<file path="src/rtl/shift_mul_ctrl_pkg.sv">
// Shared constants and FSM state encoding for the shift-add multiply-add sequencer.
package shift_mul_ctrl_pkg;

    localparam int MUL_W     = 16;
    localparam int MUL_DW    = 2 * MUL_W;
    localparam int MUL_CNT_W = 5;

    typedef enum logic [2:0] {
        ST_IDLE  = 3'd0,
        ST_LOAD  = 3'd1,
        ST_ADD   = 3'd2,
        ST_SHIFT = 3'd3,
        ST_DONE  = 3'd4
    } state_t;

endpackage

</file>
<file path="src/rtl/shift_mul_ctrl_if.sv">
// Request/response and shift-register control bundle of the multiply-add sequencer.
interface shift_mul_ctrl_if
    import shift_mul_ctrl_pkg::*;
#(
    parameter int W = MUL_W
);
    logic           start;
    logic           abort;
    logic [W-1:0]   op_a;
    logic [W-1:0]   op_b;
    logic [W-1:0]   op_c;
    logic           busy;
    logic           done;
    logic [2*W-1:0] result;
    logic [2*W-1:0] sr_d;
    logic           sr_srin;
    logic           sr_we;
    logic           sr_sr;
    logic [2*W-1:0] sr_q;

    // slave = the sequencer; master = the parent that owns the decode and the shift register
    modport slave (
        input  start, abort, op_a, op_b, op_c, sr_q,
        output busy, done, result, sr_d, sr_srin, sr_we, sr_sr
    );

    modport master (
        output start, abort, op_a, op_b, op_c, sr_q,
        input  busy, done, result, sr_d, sr_srin, sr_we, sr_sr
    );
endinterface

</file>
<file path="src/rtl/shift_mul_ctrl_adder.sv">
// Combinational W+W -> W+1 adder used to accumulate the multiplicand into ACC.
module shift_mul_ctrl_adder #(
    parameter int W = 16
) (
    input  logic [W-1:0] a,
    input  logic [W-1:0] b,
    output logic [W:0]   sum
);
    assign sum = {1'b0, a} + {1'b0, b};
endmodule

</file>
<file path="src/rtl/shift_mul_ctrl.sv">
// Sequencer for iterative unsigned multiply-add (a*b + c) over an external right-shift register.
// Optional macro MUL_ZERO_SKIP_EN: skip the ADD step for zero multiplier bits (variable latency).
module shift_mul_ctrl
    import shift_mul_ctrl_pkg::*;
#(
    parameter int W     = MUL_W,
    parameter int CNT_W = MUL_CNT_W
) (
    input  logic             clk,
    input  logic             rst_n,
    shift_mul_ctrl_if.slave  bus
);
    localparam logic [CNT_W-1:0] CNT_LAST = CNT_W'(W - 1);

    state_t           state_reg, state_next;
    logic [W-1:0]     a_reg, b_reg, c_reg;
    logic             carry_reg, carry_next;
    logic [CNT_W-1:0] cnt_reg, cnt_next;
    logic [W:0]       sum;

    logic             busy_c, done_c, sr_we_c, sr_sr_c, sr_srin_c;
    logic [2*W-1:0]   sr_d_c;

    shift_mul_ctrl_adder #(.W(W)) u_adder (
        .a   (bus.sr_q[2*W-1:W]),
        .b   (b_reg),
        .sum (sum)
    );

    always_ff @(posedge clk or negedge rst_n) begin
        if (!rst_n) begin
            state_reg <= ST_IDLE;
            a_reg     <= '0;
            b_reg     <= '0;
            c_reg     <= '0;
            carry_reg <= 1'b0;
            cnt_reg   <= '0;
        end else begin
            state_reg <= state_next;
            carry_reg <= carry_next;
            cnt_reg   <= cnt_next;
            if (state_reg == ST_IDLE && bus.start) begin
                a_reg <= bus.op_a;
                b_reg <= bus.op_b;
                c_reg <= bus.op_c;
            end
        end
    end

    always_comb begin
        state_next = state_reg;
        carry_next = carry_reg;
        cnt_next   = cnt_reg;
        busy_c     = 1'b0;
        done_c     = 1'b0;
        sr_we_c    = 1'b0;
        sr_sr_c    = 1'b0;
        sr_srin_c  = 1'b0;
        sr_d_c     = '0;
        unique case (state_reg)
            ST_IDLE: begin
                // start wins over a simultaneous abort here
                if (bus.start) state_next = ST_LOAD;
            end
            ST_LOAD: begin
                busy_c = 1'b1;
                if (bus.abort) begin
                    state_next = ST_IDLE;
                end else begin
                    sr_we_c  = 1'b1;
                    sr_d_c   = {c_reg, a_reg};
                    cnt_next = '0;
`ifdef MUL_ZERO_SKIP_EN
                    if (a_reg[0]) begin
                        state_next = ST_ADD;
                    end else begin
                        state_next = ST_SHIFT;
                        carry_next = 1'b0;
                    end
`else
                    state_next = ST_ADD;
`endif
                end
            end
            ST_ADD: begin
                busy_c = 1'b1;
                if (bus.abort) begin
                    state_next = ST_IDLE;
                end else begin
                    if (bus.sr_q[0]) begin
                        sr_we_c    = 1'b1;
                        sr_d_c     = {sum[W-1:0], bus.sr_q[W-1:0]};
                        carry_next = sum[W];
                    end else begin
                        carry_next = 1'b0;
                    end
                    state_next = ST_SHIFT;
                end
            end
            ST_SHIFT: begin
                busy_c = 1'b1;
                if (bus.abort) begin
                    state_next = ST_IDLE;
                end else begin
                    sr_we_c   = 1'b1;
                    sr_sr_c   = 1'b1;
                    sr_srin_c = carry_reg;
                    cnt_next  = cnt_reg + CNT_W'(1);
                    if (cnt_reg == CNT_LAST) begin
                        state_next = ST_DONE;
                    end else begin
`ifdef MUL_ZERO_SKIP_EN
                        // bit 1 becomes the multiplier LSB once this shift lands
                        if (bus.sr_q[1]) begin
                            state_next = ST_ADD;
                        end else begin
                            state_next = ST_SHIFT;
                            carry_next = 1'b0;
                        end
`else
                        state_next = ST_ADD;
`endif
                    end
                end
            end
            ST_DONE: begin
                done_c     = 1'b1;
                state_next = ST_IDLE;
            end
            default: state_next = ST_IDLE;
        endcase
    end

    assign bus.busy    = busy_c;
    assign bus.done    = done_c;
    assign bus.sr_we   = sr_we_c;
    assign bus.sr_sr   = sr_sr_c;
    assign bus.sr_srin = sr_srin_c;
    assign bus.sr_d    = sr_d_c;
    assign bus.result  = bus.sr_q;

endmodule

</file>
<file path="src/flat_wrapper.sv">
// flat-port wrapper written by rule: the top's interface ports become plain ports
module shift_mul_ctrl_flat import shift_mul_ctrl_pkg::*;
#(
    parameter int W     = MUL_W,
    parameter int CNT_W = MUL_CNT_W
)
  (clk, rst_n, bus_start, bus_abort, bus_op_a, bus_op_b, bus_op_c, bus_sr_q, bus_busy, bus_done, bus_result, bus_sr_d, bus_sr_srin, bus_sr_we, bus_sr_sr);
  shift_mul_ctrl_if #(.W(W)) bus_i ();
  input  logic clk;
  input  logic rst_n;
  input wire logic [$bits(bus_i.start)-1:0] bus_start;
  input wire logic [$bits(bus_i.abort)-1:0] bus_abort;
  input wire logic [$bits(bus_i.op_a)-1:0] bus_op_a;
  input wire logic [$bits(bus_i.op_b)-1:0] bus_op_b;
  input wire logic [$bits(bus_i.op_c)-1:0] bus_op_c;
  input wire logic [$bits(bus_i.sr_q)-1:0] bus_sr_q;
  output wire logic [$bits(bus_i.busy)-1:0] bus_busy;
  output wire logic [$bits(bus_i.done)-1:0] bus_done;
  output wire logic [$bits(bus_i.result)-1:0] bus_result;
  output wire logic [$bits(bus_i.sr_d)-1:0] bus_sr_d;
  output wire logic [$bits(bus_i.sr_srin)-1:0] bus_sr_srin;
  output wire logic [$bits(bus_i.sr_we)-1:0] bus_sr_we;
  output wire logic [$bits(bus_i.sr_sr)-1:0] bus_sr_sr;
  assign bus_i.start = bus_start;
  assign bus_i.abort = bus_abort;
  assign bus_i.op_a = bus_op_a;
  assign bus_i.op_b = bus_op_b;
  assign bus_i.op_c = bus_op_c;
  assign bus_i.sr_q = bus_sr_q;
  assign bus_busy = bus_i.busy;
  assign bus_done = bus_i.done;
  assign bus_result = bus_i.result;
  assign bus_sr_d = bus_i.sr_d;
  assign bus_sr_srin = bus_i.sr_srin;
  assign bus_sr_we = bus_i.sr_we;
  assign bus_sr_sr = bus_i.sr_sr;
  shift_mul_ctrl #(.W(W), .CNT_W(CNT_W)) u_core (.clk(clk), .rst_n(rst_n), .bus(bus_i));
endmodule
</file>
<file path="config.mk">
export PLATFORM = sky130hd
export DESIGN_NAME = shift_mul_ctrl_flat
export DESIGN_NICKNAME = d
export VERILOG_FILES = /design/src/rtl/shift_mul_ctrl_pkg.sv /design/src/rtl/shift_mul_ctrl_if.sv /design/src/rtl/shift_mul_ctrl_adder.sv /design/src/rtl/shift_mul_ctrl.sv /design/src/flat_wrapper.sv
export SDC_FILE = /design/constraint.sdc
export NUM_CORES = 1
export LEC_CHECK = 0
export ABC_CLOCK_PERIOD_IN_PS = 3950
export CORE_MARGIN = 10
export CORE_UTILIZATION = 35
export CTS_BUF_LIST = sky130_fd_sc_hd__clkbuf_4 sky130_fd_sc_hd__clkbuf_8 sky130_fd_sc_hd__clkbuf_16
export CTS_CLUSTER_DIAMETER = 150
export CTS_CLUSTER_SIZE = 14
export DETAILED_ROUTE_END_ITERATION = 10
export MAX_ROUTING_LAYER = met4
export PLACE_DENSITY = 0.67
export SLEW_MARGIN = 20
export SYNTH_ARGS = -nofsm -noshare
export SYNTH_HDL_FRONTEND = slang
export SYNTH_HIERARCHICAL = 1
export SYNTH_SLANG_ARGS = --single-unit
</file>
<file path="constraint.sdc">
create_clock -name clk -period 3.95 [get_ports clk]
set_clock_uncertainty 0.1 [all_clocks]
set_input_delay 0.395 -clock clk [delete_from_list [all_inputs] [get_ports clk]]
set_output_delay 0.395 -clock clk [all_outputs]
set_load 0.005 [all_outputs]
</file>
==> run_1/layer_met3.png <==
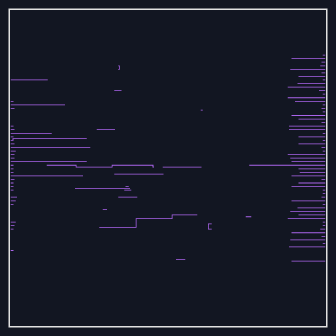
longest straight run: 30.1 um
main direction: horizontal
nets with wire on the layer: 96

==> run_1/placement.png <==
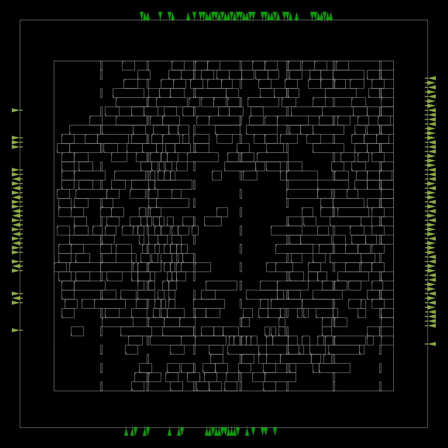
Flops: 57
CORE AREA: 9860 sq um

==> impl_metrics.csv, run 1 <==
group,metric,value,unit
status,status,"complete, no violations",
logic_synthesis,yosys_warnings,6,
critical_path,critPathSlowestCell,"clkdlybuf4s50_1",
logic_synthesis,fp_nets,428,
grt,grt_max_degree,33,
grt,met1_usage,17.2,%
grt,busiest_layer,"met2",
power_and_ir_drop,seq_power_share,32.0,%
die,dieWidth,121,um
critical_path,crit_fanout,3,
critical_path,path_class,"primary input to output pin",
finish,postLayoutCellArea,5240,sq um
logic_synthesis,edf_count,0,
critical_path,max_stage_delay,520,ps
die,ios,153,
logic_synthesis,async_flop_share,100,%
finish,largest_class,"combinational gates",
finish,seq_share,27.2,%
worst_hold_path,hp-start,"u_core/carry_reg$_DFFE_PN0P_",
die,fp_util,36.2,%
clocking,clockBufferDepth,2,
timing,hold_violations,0,
==> run_1/metal_density.png <==
24 x 24 tiles, from black (low) to pale yellow (high), scaled to the fullest tile. Values are wire area over tile area, all layers added.
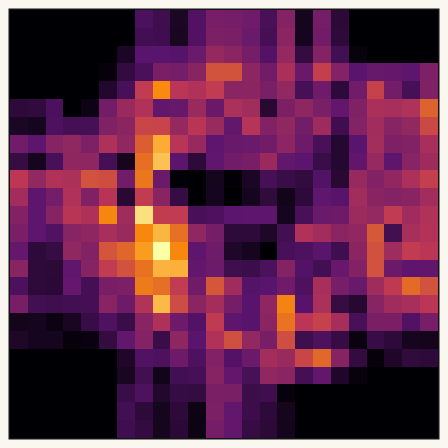
nearly empty tiles: 20%
fullest tile: 0.45
mean over tiles: 0.11
densest ninth of the die: middle left

==> run_1/io_fan.png <==
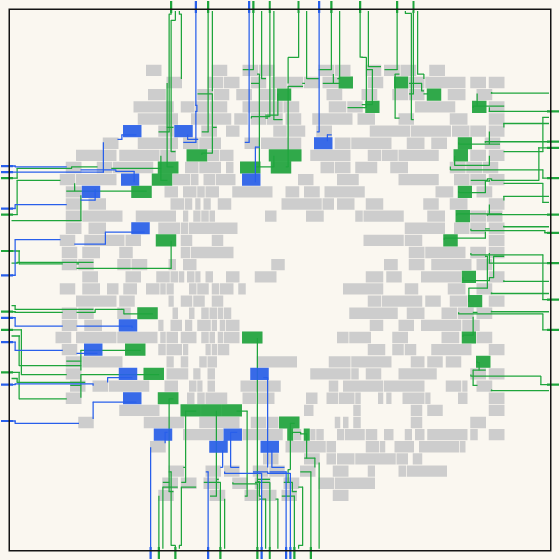

==> run 1 -> run 2 <==
--- a/config.mk
+++ b/config.mk
@@ -7,13 +7,13 @@
 export LEC_CHECK = 0
 export ABC_CLOCK_PERIOD_IN_PS = 3950
 export CORE_MARGIN = 10
-export CORE_UTILIZATION = 35
+export CORE_UTILIZATION = 40
 export CTS_BUF_LIST = sky130_fd_sc_hd__clkbuf_4 sky130_fd_sc_hd__clkbuf_8 sky130_fd_sc_hd__clkbuf_16
 export CTS_CLUSTER_DIAMETER = 150
 export CTS_CLUSTER_SIZE = 14
 export DETAILED_ROUTE_END_ITERATION = 10
 export MAX_ROUTING_LAYER = met4
-export PLACE_DENSITY = 0.67
+export PLACE_DENSITY = 0.75
 export SLEW_MARGIN = 20
 export SYNTH_ARGS = -nofsm -noshare
 export SYNTH_HDL_FRONTEND = slang
==> run_2/io_fan.png <==
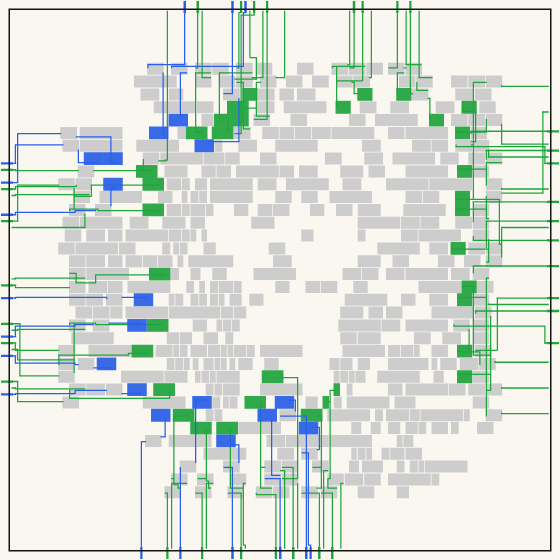
legend:
  `bus_sr_q`:
    colour: green
    bits: 32
    direction: input
    end_cells: 34
    buffers: 64
    wire: 1660 um
  `bus_op_b`:
    colour: blue
    bits: 16
    direction: input
    end_cells: 16
    buffers: 16
    wire: 468 um

==> impl_metrics.csv, run 2 <==
group,metric,value,unit
power_and_ir_drop,p_clk_share,16.6,%
placement,pre_cts_slack,252,ps
critical_path,crit_start,"bus_sr_q[16]",
die,dieArea,13100,sq um
finish,largest_class,"combinational gates",
logic_synthesis,fp_nets,428,
logic_synthesis,synthAoiAreaFrac,15.9,%
power_and_ir_drop,intPower,0.00201,W
logic_synthesis,yosys_warnings,6,
finish,postLayoutCellArea,5140,sq um
drt,routed_wl,10.1,mm
die,fp_util,40.9,%
drt,drt-initial-drc-count,134,
finish,layout.area.comb,1820,sq um
clocking,tritoncts,"yes",
die,ios,153,
logic_synthesis,syn_avg_cell_area,11.0,sq um
logic_synthesis,syn_area,3570,sq um
timing,hold_violations,7,
drt,highest_layer,"met4",
die,core,8720,sq um
grt,met1_usage,18.4,%
timing,fmax,0.267,GHz
timing,hold_ws,-7.59,ps
finish,num-nonclk-buffers,158,
drt,drcViolationCount,0,
status,violations,"negative hold slack",
power_and_ir_drop,top_power_group,"combinational cells",
status,status,"complete, but fails checks",
logic_synthesis,async_flop_share,100,%
job,warning_count,26,
grt,busiest_layer,"met2",
logic_synthesis,edf_count,0,
worst_hold_path,hold_class,"primary input to asynchronous set/reset pin",
finish,nets,550,
placement,portBuffers,152,
power_and_ir_drop,seq_power_share,33.2,%
critical_path,max_stage_delay,520,ps
critical_path,path_class,"primary input to output pin",
drt,wl_per_cell,18.1,um
timing,min_period,3750,ps
power_and_ir_drop,switching_power,0.00111,W
clocking,clk_latency,330,ps
grt,grt_pass1_wl,16.4,mm
grt,grt_max_degree,36,
finish,seq_cell_count,57,
die,dieWidth,114,um
critical_path,critPathSlowestCell,"clkdlybuf4s50_1",
logic_synthesis,ys_sh_xor,2.95,%
==> run_2/layer_met3.png <==
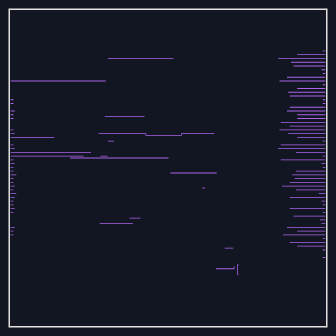
wire length on this layer: 767 um
main direction: horizontal

==> run_2/placement.png <==
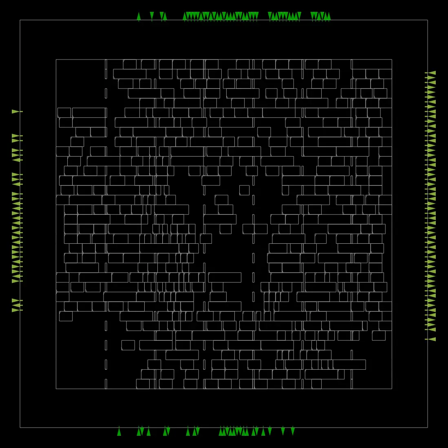

==> run 2 -> run 3 <==
--- a/config.mk
+++ b/config.mk
@@ -7,13 +7,13 @@
 export LEC_CHECK = 0
 export ABC_CLOCK_PERIOD_IN_PS = 3950
 export CORE_MARGIN = 10
-export CORE_UTILIZATION = 40
+export CORE_UTILIZATION = 46
 export CTS_BUF_LIST = sky130_fd_sc_hd__clkbuf_4 sky130_fd_sc_hd__clkbuf_8 sky130_fd_sc_hd__clkbuf_16
 export CTS_CLUSTER_DIAMETER = 150
 export CTS_CLUSTER_SIZE = 14
 export DETAILED_ROUTE_END_ITERATION = 10
 export MAX_ROUTING_LAYER = met4
-export PLACE_DENSITY = 0.75
+export PLACE_DENSITY = 0.85
 export SLEW_MARGIN = 20
 export SYNTH_ARGS = -nofsm -noshare
 export SYNTH_HDL_FRONTEND = slang
==> run_3/placement.png <==
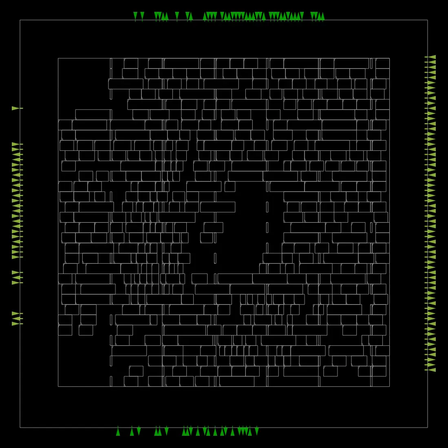
final core occ: 67.1%
Filler Cell Count: 598
final std cells w/o fill: 553

==> impl_metrics.csv, run 3 <==
group,metric,value,unit
status,status,"complete, but fails checks",
status,violations,"negative hold slack",
drt,routed_wl,10.5,mm
logic_synthesis,yosys_warnings,6,
clocking,clk_latency,340,ps
die,dieWidth,108,um
critical_path,path_class,"primary input to output pin",
logic_synthesis,ys_sh_xor,2.95,%
drt,drt-initial-drc-count,106,
die,fp_util,46.7,%
finish,nets,550,
grt,met1_usage,21.2,%
logic_synthesis,synthAoiAreaFrac,15.9,%
power_and_ir_drop,intPower,0.00201,W
worst_hold_path,hold_class,"primary input to asynchronous set/reset pin",
critical_path,critPathSlowestCell,"clkdlybuf4s50_1",
finish,seq_cell_count,57,
critical_path,max_stage_delay,510,ps
logic_synthesis,syn_area,3570,sq um
power_and_ir_drop,seq_power_share,33.0,%
timing,hold_violations,11,
placement,pre_cts_slack,272,ps
timing,hold_ws,-14.4,ps
finish,seq_share,27.8,%
==> run_3/layer_met3.png <==
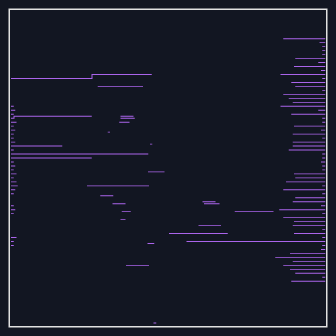
share of all routed wire: 7.6%
longest straight run: 47.2 um
main direction: horizontal
nets with wire on the layer: 106

